**src/rtl/reg_file_ctrl_if.sv**
```systemverilog
// Bundle between the command controller, the UART RX byte port, the register file port and the TX FIFO write port.
// master = controller side; slave = surrounding logic (RX, register file, TX FIFO).
interface reg_file_ctrl_if #(
   parameter int unsigned Width  = 8,
   parameter int unsigned ADDR_W = 4
);
   logic [Width-1:0]  RX_P_DATA;
   logic              RX_D_VLD;
   logic [Width-1:0]  RdData;
   logic              RdData_VLD;
   logic              FIFO_FULL;
   logic [ADDR_W-1:0] Address;
   logic [Width-1:0]  WrData;
   logic              WrEn;
   logic              RdEn;
   logic [Width-1:0]  TX_P_DATA;
   logic              TX_D_VLD;
   logic              Busy;

   modport master (
      input  RX_P_DATA, RX_D_VLD, RdData, RdData_VLD, FIFO_FULL,
      output Address, WrData, WrEn, RdEn, TX_P_DATA, TX_D_VLD, Busy
   );

   modport slave (
      output RX_P_DATA, RX_D_VLD, RdData, RdData_VLD, FIFO_FULL,
      input  Address, WrData, WrEn, RdEn, TX_P_DATA, TX_D_VLD, Busy
   );
endinterface

```
**src/rtl/reg_file_ctrl.sv**
```systemverilog
// Parses AA/BB byte frames into register-file write/read strobes and forwards read data (or ERR_BYTE on timeout)
// to the TX FIFO, holding a byte while FIFO_FULL. Macro RF_CTRL_WR_ACK_EN: each completed write also sends ACK_BYTE.
module reg_file_ctrl #(
   parameter int unsigned      Width      = 8,
   parameter int unsigned      Depth      = 16,
   parameter logic [Width-1:0] WR_CMD     = 8'hAA,
   parameter logic [Width-1:0] RD_CMD     = 8'hBB,
   parameter int unsigned      RD_TIMEOUT = 4,
   parameter logic [Width-1:0] ERR_BYTE   = 8'hEE
`ifdef RF_CTRL_WR_ACK_EN
   ,parameter logic [Width-1:0] ACK_BYTE  = 8'hA5
`endif
) (
   input logic             CLK,
   input logic             RST,
   reg_file_ctrl_if.master bus
);
   localparam int unsigned ADDR_W = $clog2(Depth);
   localparam int unsigned CNT_W  = $clog2(RD_TIMEOUT + 1);

   typedef enum logic [2:0] {
      IDLE, WR_ADDR, WR_DATA, WR_EXEC, RD_ADDR, RD_EXEC, RD_WAIT, TX_SEND
   } state_t;

   state_t             state_q;
   logic [ADDR_W-1:0]  addr_q;
   logic [Width-1:0]   wr_data_q;
   logic               wr_en_q;
   logic               rd_en_q;
   logic [Width-1:0]   tx_data_q;
   logic               tx_vld_q;
   logic               busy_q;
   logic [CNT_W-1:0]   tmo_cnt_q;
   logic [CNT_W-1:0]   tmo_cnt_d;

   assign tmo_cnt_d = tmo_cnt_q + 1'b1;

   always_ff @(posedge CLK or negedge RST) begin
      if (!RST) begin
         state_q   <= IDLE;
         addr_q    <= '0;
         wr_data_q <= '0;
         wr_en_q   <= 1'b0;
         rd_en_q   <= 1'b0;
         tx_data_q <= '0;
         tx_vld_q  <= 1'b0;
         busy_q    <= 1'b0;
         tmo_cnt_q <= '0;
      end else begin
         wr_en_q <= 1'b0;
         rd_en_q <= 1'b0;
         case (state_q)
            IDLE: begin
               if (bus.RX_D_VLD && bus.RX_P_DATA == WR_CMD) begin
                  state_q <= WR_ADDR;
                  busy_q  <= 1'b1;
               end else if (bus.RX_D_VLD && bus.RX_P_DATA == RD_CMD) begin
                  state_q <= RD_ADDR;
                  busy_q  <= 1'b1;
               end
            end
            WR_ADDR: begin
               if (bus.RX_D_VLD) begin
                  addr_q  <= bus.RX_P_DATA[ADDR_W-1:0];
                  state_q <= WR_DATA;
               end
            end
            WR_DATA: begin
               if (bus.RX_D_VLD) begin
                  wr_data_q <= bus.RX_P_DATA;
                  wr_en_q   <= 1'b1;
                  state_q   <= WR_EXEC;
               end
            end
            WR_EXEC: begin
`ifdef RF_CTRL_WR_ACK_EN
               tx_data_q <= ACK_BYTE;
               tx_vld_q  <= !bus.FIFO_FULL;
               state_q   <= TX_SEND;
`else
               state_q   <= IDLE;
               busy_q    <= 1'b0;
`endif
            end
            RD_ADDR: begin
               if (bus.RX_D_VLD) begin
                  addr_q  <= bus.RX_P_DATA[ADDR_W-1:0];
                  rd_en_q <= 1'b1;
                  state_q <= RD_EXEC;
               end
            end
            RD_EXEC: begin
               tmo_cnt_q <= '0;
               state_q   <= RD_WAIT;
            end
            RD_WAIT: begin
               // The strobe is raised on the same edge the byte is loaded, so TX_D_VLD lands one cycle after RdData_VLD.
               if (bus.RdData_VLD) begin
                  tx_data_q <= bus.RdData;
                  tx_vld_q  <= !bus.FIFO_FULL;
                  state_q   <= TX_SEND;
               end else if (tmo_cnt_d == CNT_W'(RD_TIMEOUT)) begin
                  tx_data_q <= ERR_BYTE;
                  tx_vld_q  <= !bus.FIFO_FULL;
                  state_q   <= TX_SEND;
               end else begin
                  tmo_cnt_q <= tmo_cnt_d;
               end
            end
            TX_SEND: begin
               if (tx_vld_q) begin
                  tx_vld_q <= 1'b0;
                  state_q  <= IDLE;
                  busy_q   <= 1'b0;
               end else begin
                  tx_vld_q <= !bus.FIFO_FULL;
               end
            end
            default: begin
               state_q <= IDLE;
               busy_q  <= 1'b0;
            end
         endcase
      end
   end

   assign bus.Address   = addr_q;
   assign bus.WrData    = wr_data_q;
   assign bus.WrEn      = wr_en_q;
   assign bus.RdEn      = rd_en_q;
   assign bus.TX_P_DATA = tx_data_q;
   assign bus.TX_D_VLD  = tx_vld_q;
   assign bus.Busy      = busy_q;
endmodule
```
**src/flat_wrapper.sv**
```systemverilog
// flat-port wrapper written by rule: the top's interface ports become plain ports
module reg_file_ctrl_flat 
#(
   parameter int unsigned      Width      = 8,
   parameter int unsigned      Depth      = 16,
   parameter logic [Width-1:0] WR_CMD     = 8'hAA,
   parameter logic [Width-1:0] RD_CMD     = 8'hBB,
   parameter int unsigned      RD_TIMEOUT = 4,
   parameter logic [Width-1:0] ERR_BYTE   = 8'hEE

)
  (CLK, RST, bus_RX_P_DATA, bus_RX_D_VLD, bus_RdData, bus_RdData_VLD, bus_FIFO_FULL, bus_Address, bus_WrData, bus_WrEn, bus_RdEn, bus_TX_P_DATA, bus_TX_D_VLD, bus_Busy);
  reg_file_ctrl_if #(.Width(Width)) bus_i ();
  input logic CLK;
  input logic RST;
  input wire logic [$bits(bus_i.RX_P_DATA)-1:0] bus_RX_P_DATA;
  input wire logic [$bits(bus_i.RX_D_VLD)-1:0] bus_RX_D_VLD;
  input wire logic [$bits(bus_i.RdData)-1:0] bus_RdData;
  input wire logic [$bits(bus_i.RdData_VLD)-1:0] bus_RdData_VLD;
  input wire logic [$bits(bus_i.FIFO_FULL)-1:0] bus_FIFO_FULL;
  output wire logic [$bits(bus_i.Address)-1:0] bus_Address;
  output wire logic [$bits(bus_i.WrData)-1:0] bus_WrData;
  output wire logic [$bits(bus_i.WrEn)-1:0] bus_WrEn;
  output wire logic [$bits(bus_i.RdEn)-1:0] bus_RdEn;
  output wire logic [$bits(bus_i.TX_P_DATA)-1:0] bus_TX_P_DATA;
  output wire logic [$bits(bus_i.TX_D_VLD)-1:0] bus_TX_D_VLD;
  output wire logic [$bits(bus_i.Busy)-1:0] bus_Busy;
  assign bus_i.RX_P_DATA = bus_RX_P_DATA;
  assign bus_i.RX_D_VLD = bus_RX_D_VLD;
  assign bus_i.RdData = bus_RdData;
  assign bus_i.RdData_VLD = bus_RdData_VLD;
  assign bus_i.FIFO_FULL = bus_FIFO_FULL;
  assign bus_Address = bus_i.Address;
  assign bus_WrData = bus_i.WrData;
  assign bus_WrEn = bus_i.WrEn;
  assign bus_RdEn = bus_i.RdEn;
  assign bus_TX_P_DATA = bus_i.TX_P_DATA;
  assign bus_TX_D_VLD = bus_i.TX_D_VLD;
  assign bus_Busy = bus_i.Busy;
  reg_file_ctrl #(.Width(Width), .Depth(Depth), .WR_CMD(WR_CMD), .RD_CMD(RD_CMD), .RD_TIMEOUT(RD_TIMEOUT), .ERR_BYTE(ERR_BYTE)) u_core (.CLK(CLK), .RST(RST), .bus(bus_i));
endmodule
```
**config.mk**
```make
export PLATFORM = sky130hd
export DESIGN_NAME = reg_file_ctrl_flat
export DESIGN_NICKNAME = d
export VERILOG_FILES = /design/src/rtl/reg_file_ctrl_if.sv /design/src/rtl/reg_file_ctrl.sv /design/src/flat_wrapper.sv
export SDC_FILE = /design/constraint.sdc
export NUM_CORES = 1
export LEC_CHECK = 0
export CORE_MARGIN = 2
export CORE_UTILIZATION = 25
export DETAILED_ROUTE_END_ITERATION = 7
export PLACE_DENSITY_LB_ADDON = 0.05
export SYNTH_ARGS = -nofsm -noshare
export SYNTH_HDL_FRONTEND = slang
export SYNTH_SLANG_ARGS = --single-unit
export TNS_END_PERCENT = 1
```
**constraint.sdc**
```tcl
create_clock -name CLK -period 1.7 [get_ports CLK]
set_input_delay 0.34 -clock CLK [delete_from_list [all_inputs] [get_ports CLK]]
set_output_delay 0.34 -clock CLK [all_outputs]
set_load 0.01 [all_outputs]
```
**Clock distribution**

The bar under the picture is 20 um long.
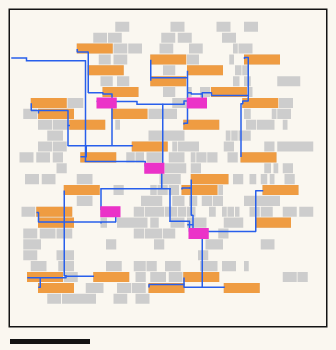
- magenta: clock-net drivers (count 5)
- blue: clock wires (length 440 um)
- orange: flip-flops (count 30)
- flops lie: all over the die
- routed clock nets: 6

**Register map, names as in the netlist**

The bar under the picture is 20 um long. Other sequential cells in the stronger grey, the rest of the logic in the fainter grey.
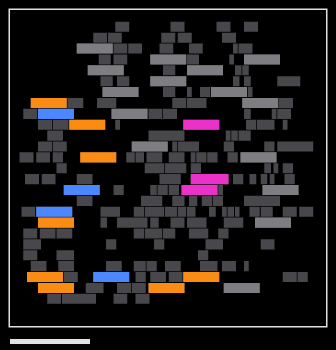
- orange: u_core.bus.WrData (sequential cells 8)
- blue: u_core.bus.Address (sequential cells 4)
- magenta: u_core.state_q (sequential cells 3)

==> run summary <==
impl run done, here's what came out: combinational power share=0.543, Synth Instances=113, Placed Instances=250, logic area=713 um2, Post-layout nets=215, Max Slew Vio Count=0, Hold Path Sink=u_core.bus.WrData[7]$_DFFE_PN0P_, Pwr top=combinational logic, worst slack at placement=-249 ps, Non-clk bufs=69, Critical path buffers and inverters=1, worst flop-to-flop path endpoint=u_core.state_q[0]$_DFFE_PN0P_, Slew HR=0.728, Finish-stage setup viols=0, Commonest flop=dfrtp_1, vias in the first global route=1214, register area share after synthesis=0.534, clk slew on worst S/H paths=60 ps, Post-CTS Setup Bufs=1, Vias/cell=4.40, gp weighted congestion=0.797, Multiplexer share=0.136, CTS tree=built, met2 Track Usage GR=0.184, LEAKAGE=0.00103 uW, Cell area leaders=dfrtp_1 (53%), mux2_2 (10%), ha_1 (6.2%), o22a_1 (3.7%), o21ai_0 (2.5%), Reg2Reg Launch Point=u_core.tmo_cnt_q[1]$_DFFE_PN0P_, routed len/inst=13.8 um, YS chip area=0.00141 mm2, sequential power=1310 uW, clk pwr=586 uW, initial antenna violation count=0, switching power=1410 uW, Pre-Repair DR Iteration Count=4, Clock Skew=4.63 ps, Layout Cells excl Fill=260, status=completed, Post-route DRC=0, flop share of the area=0.325, Hold Crit Depth=2, Clock-cell share=0.0395, adder share=0.0623, GRT busiest layer=met2, Signal buf overhead=0.275, post-route ant nets=0, Hold Path Class=in2reg, WL met3=162 um, Vias=1144, largest net degree at the start of global routing=31, first-pass GRT wire length=5890 um, routed wl met2=1740 um, Register Area=752 um2, crit path launch type=flip-flop
Power is estimated from default activity; no workload was simulated.
